pinout.png
Scale: 3 px per micron. Pins as bars across the die edge, other pins in grey.
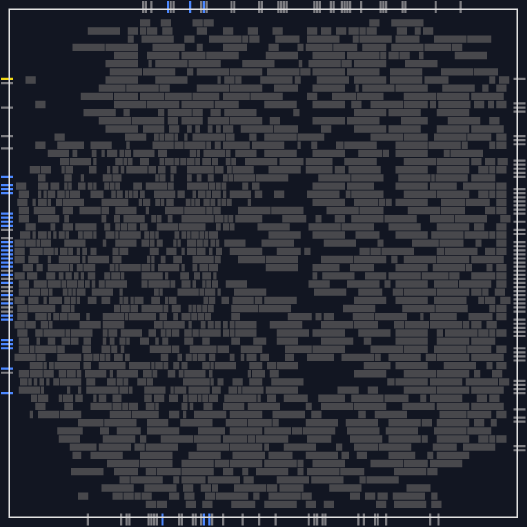
m2.png
Scale: 3 px per micron.
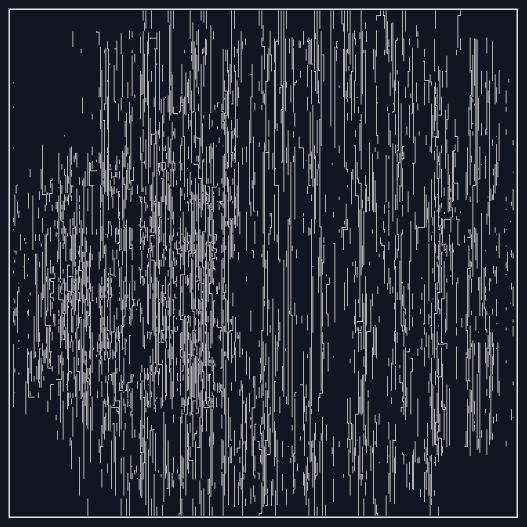
<file path="config.mk">
export PLATFORM = sky130hd
export DESIGN_NAME = fetch_queue
export DESIGN_NICKNAME = d
export VERILOG_FILES = /design/src/rtl/fetch_queue_pkg.sv /design/src/rtl/fetch_fifo.sv /design/src/rtl/fetch_queue.sv
export SDC_FILE = /design/constraint.sdc
export NUM_CORES = 1
export LEC_CHECK = 0
export ABC_AREA = 0
export CAP_MARGIN = 25
export CORE_MARGIN = 1
export CORE_UTILIZATION = 50
export CTS_CLUSTER_DIAMETER = 50
export DETAILED_ROUTE_END_ITERATION = 7
export PLACE_DENSITY = 0.75
export SYNTH_ARGS = -nofsm -noshare
export SYNTH_HDL_FRONTEND = slang
export SYNTH_SLANG_ARGS = --single-unit
export TNS_END_PERCENT = 30
</file>
<file path="constraint.sdc">
create_clock -name Clk -period 3.6 [get_ports Clk]
set_input_delay 0.54 -clock Clk [delete_from_list [all_inputs] [get_ports Clk]]
set_output_delay 0.54 -clock Clk [all_outputs]
set_load 0.03 [all_outputs]
</file>
<file path="src/rtl/fetch_queue_pkg.sv">
// Shared definitions for the instruction prefetch queue: constants, FSM
// state encoding and the queue entry layout.
package fetch_queue_pkg;

    localparam logic [31:0] NOP    = 32'h0000_0000;
    localparam logic [31:0] PC_INC = 32'd4;

    typedef enum logic [1:0] {
        IDLE = 2'd0,
        REQ  = 2'd1,
        DROP = 2'd2
    } fq_state_t;

    typedef struct packed {
        logic [31:0] pc;
        logic [31:0] inst;
    } fq_entry_t;

endpackage

</file>
<file path="src/rtl/fetch_fifo.sv">
// Circular buffer of fetched {pc, inst} entries with flush; the head entry
// is presented combinationally.
module fetch_fifo
    import fetch_queue_pkg::*;
#(
    parameter int DEPTH = 4
)
(
    input  logic                     clk,
    input  logic                     rst_n,
    input  logic                     push,
    input  logic                     pop,
    input  logic                     flush,
    input  fq_entry_t                wdata,
    output fq_entry_t                rdata,
    output logic                     full,
    output logic                     empty,
    output logic [$clog2(DEPTH):0]   count
);

    localparam int AW = $clog2(DEPTH);
    localparam int CW = AW + 1;

    logic [AW-1:0] rd_ptr_r;
    logic [AW-1:0] wr_ptr_r;
    logic [CW-1:0] count_r;
    fq_entry_t     mem_r [DEPTH];

    // Pointers and occupancy; flush discards everything and beats push/pop
    always_ff @(posedge clk) begin
        if (!rst_n) begin
            rd_ptr_r <= '0;
            wr_ptr_r <= '0;
            count_r  <= '0;
        end else if (flush) begin
            rd_ptr_r <= wr_ptr_r;
            count_r  <= '0;
        end else begin
            if (push) begin
                wr_ptr_r <= wr_ptr_r + 1'b1;
            end
            if (pop) begin
                rd_ptr_r <= rd_ptr_r + 1'b1;
            end
            count_r <= count_r + CW'(push) - CW'(pop);
        end
    end

    // Entry storage; stale contents are never visible because empty masks them
    always_ff @(posedge clk) begin
        if (push && !flush) begin
            mem_r[wr_ptr_r] <= wdata;
        end
    end

    assign rdata = mem_r[rd_ptr_r];
    assign empty = (count_r == CW'(0));
    assign full  = (count_r == CW'(DEPTH));
    assign count = count_r;

endmodule

</file>
<file path="src/rtl/fetch_queue.sv">
// Instruction prefetch queue: owns the fetch PC, runs a single-outstanding
// req/ack fetch to instruction memory and feeds buffered words to ID.
module fetch_queue
    import fetch_queue_pkg::*;
#(
    parameter int          DEPTH    = 4,
    parameter logic [31:0] RESET_PC = 32'h0000_0000
)
(
    input  logic        Clk,
    input  logic        Reset_n,
    output logic        ImemReq,
    output logic [31:0] ImemAddr,
    input  logic        ImemAck,
    input  logic [31:0] ImemData,
    input  logic        Redirect,
    input  logic [31:0] RedirectPC,
    input  logic        Stall,
    output logic [31:0] Inst,
    output logic [31:0] InstPC,
    output logic        InstValid
);

    localparam int CW = $clog2(DEPTH) + 1;

    fq_state_t     state_r;
    fq_state_t     state_next_s;
    logic [31:0]   pc_r;
    logic [31:0]   pc_next_s;
    logic [31:0]   req_addr_r;
    logic [31:0]   req_addr_next_s;
    logic          push_s;
    logic          pop_s;
    logic          full_s;
    logic          empty_s;
    logic          room_s;
    logic [CW-1:0] count_s;
    logic [CW-1:0] count_next_s;
    fq_entry_t     head_s;
    fq_entry_t     push_entry_s;

    // A redirect cancels both the consume and any arriving word this cycle
    assign pop_s        = !empty_s && !Stall && !Redirect;
    assign push_s       = (state_r == REQ) && ImemAck && !Redirect && !full_s;
    assign count_next_s = count_s + CW'(push_s) - CW'(pop_s);
    assign room_s       = (count_next_s < CW'(DEPTH));
    assign push_entry_s = '{pc: req_addr_r, inst: ImemData};

    fetch_fifo #(
        .DEPTH (DEPTH)
    ) u_fifo (
        .clk   (Clk),
        .rst_n (Reset_n),
        .push  (push_s),
        .pop   (pop_s),
        .flush (Redirect),
        .wdata (push_entry_s),
        .rdata (head_s),
        .full  (full_s),
        .empty (empty_s),
        .count (count_s)
    );

    // Fetch FSM next state, fetch PC and request address
    always_comb begin
        state_next_s    = state_r;
        pc_next_s       = pc_r;
        req_addr_next_s = req_addr_r;
        case (state_r)
            IDLE: begin
                if (Redirect) begin
                    pc_next_s = RedirectPC;
                end else if (room_s) begin
                    req_addr_next_s = pc_r;
                    state_next_s    = REQ;
                end else begin
                    state_next_s = IDLE;
                end
            end
            REQ: begin
                if (Redirect) begin
                    pc_next_s    = RedirectPC;
                    // Without the ack the response is still owed and must be swallowed
                    state_next_s = ImemAck ? IDLE : DROP;
                end else if (ImemAck) begin
                    pc_next_s = req_addr_r + PC_INC;
                    if (room_s) begin
                        req_addr_next_s = req_addr_r + PC_INC;
                        state_next_s    = REQ;
                    end else begin
                        state_next_s = IDLE;
                    end
                end else begin
                    state_next_s = REQ;
                end
            end
            DROP: begin
                if (Redirect) begin
                    pc_next_s = RedirectPC;
                end else begin
                    pc_next_s = pc_r;
                end
                state_next_s = ImemAck ? IDLE : DROP;
            end
            default: begin
                state_next_s = IDLE;
            end
        endcase
    end

    // State, fetch PC and request address registers
    always_ff @(posedge Clk) begin
        if (!Reset_n) begin
            state_r    <= IDLE;
            pc_r       <= RESET_PC;
            req_addr_r <= RESET_PC;
        end else begin
            state_r    <= state_next_s;
            pc_r       <= pc_next_s;
            req_addr_r <= req_addr_next_s;
        end
    end

    assign ImemReq   = (state_r == REQ) || (state_r == DROP);
    assign ImemAddr  = req_addr_r;
    assign InstValid = !empty_s;
    assign Inst      = empty_s ? NOP : head_s.inst;
    assign InstPC    = empty_s ? NOP : head_s.pc;

endmodule

</file>
==> run notes <==
yosys + openroad results -> outcome=finished clean, Max IR drop VDD=0.000336 V, total global routing overflow=0, Nets at Floorplan=1018, fin crit period=3250 ps, largest buffer count on any clock path=3, DIE AREA=28500 sq um, reg2reg setup slack=420 ps, RSZ-0062 raised after global routing=no, TritonRoute pass-1 iters=5, IO Count=167, sw frac=22.7%, Comb power frac=9.4%, H-tree lvl count=2, clock group power=3940 uW, Hold/Removal Path Class=reg -> reg, Rel. slew slack=53.1%, Distinct lib cells used=62, Final setup violation count=0, wire per inst=20.9 microns, PwrDens=521 nW/um^2, Finished Core Util=64.7%, # diodes=0, Log Warnings=32
About pinout.png:
Clk: shown in yellow, pins 1, direction input, edge left. RedirectPC: shown in blue, pins 32, direction input, edge 26 left, 3 top, 3 bottom.
vertical die size: 169 microns
chip width: 169 microns
IO Port Bufs: 166

About m2.png:
The longest straight run is 62.2 microns. The wires run mostly vertical. 1033 nets have wire on it.

## worst min-delay path, stage by stage, from the launching register on
cell	delay (ps)
dfxtp_1	300
nand2_1	50
a21oi_1	50
## per-stage QoR
| stage | instance area [sq um] | hold slack, ps | instances |
|---|---|---|---|
| after CTS | 17500 | 451 | 1523 |
| after global routing | 17500 | 474 | 1523 |
| after floorplan | 13900 | 427 | 937 |
| after detailed placement | 16200 | 443 | 1454 |
| final | 17500 | 450 | 1523 |
| after global placement | 16200 | 438 | 1454 |
## metal layers
metal | wire length [microns] | track usage (%)
met5 | 0 | 0
met4 | 497 | 5.38
met3 | 2490 | 3.83
met2 | 15100 | 36.5
met1 | 13800 | 32.6
Power and IR drop assume default switching activity.
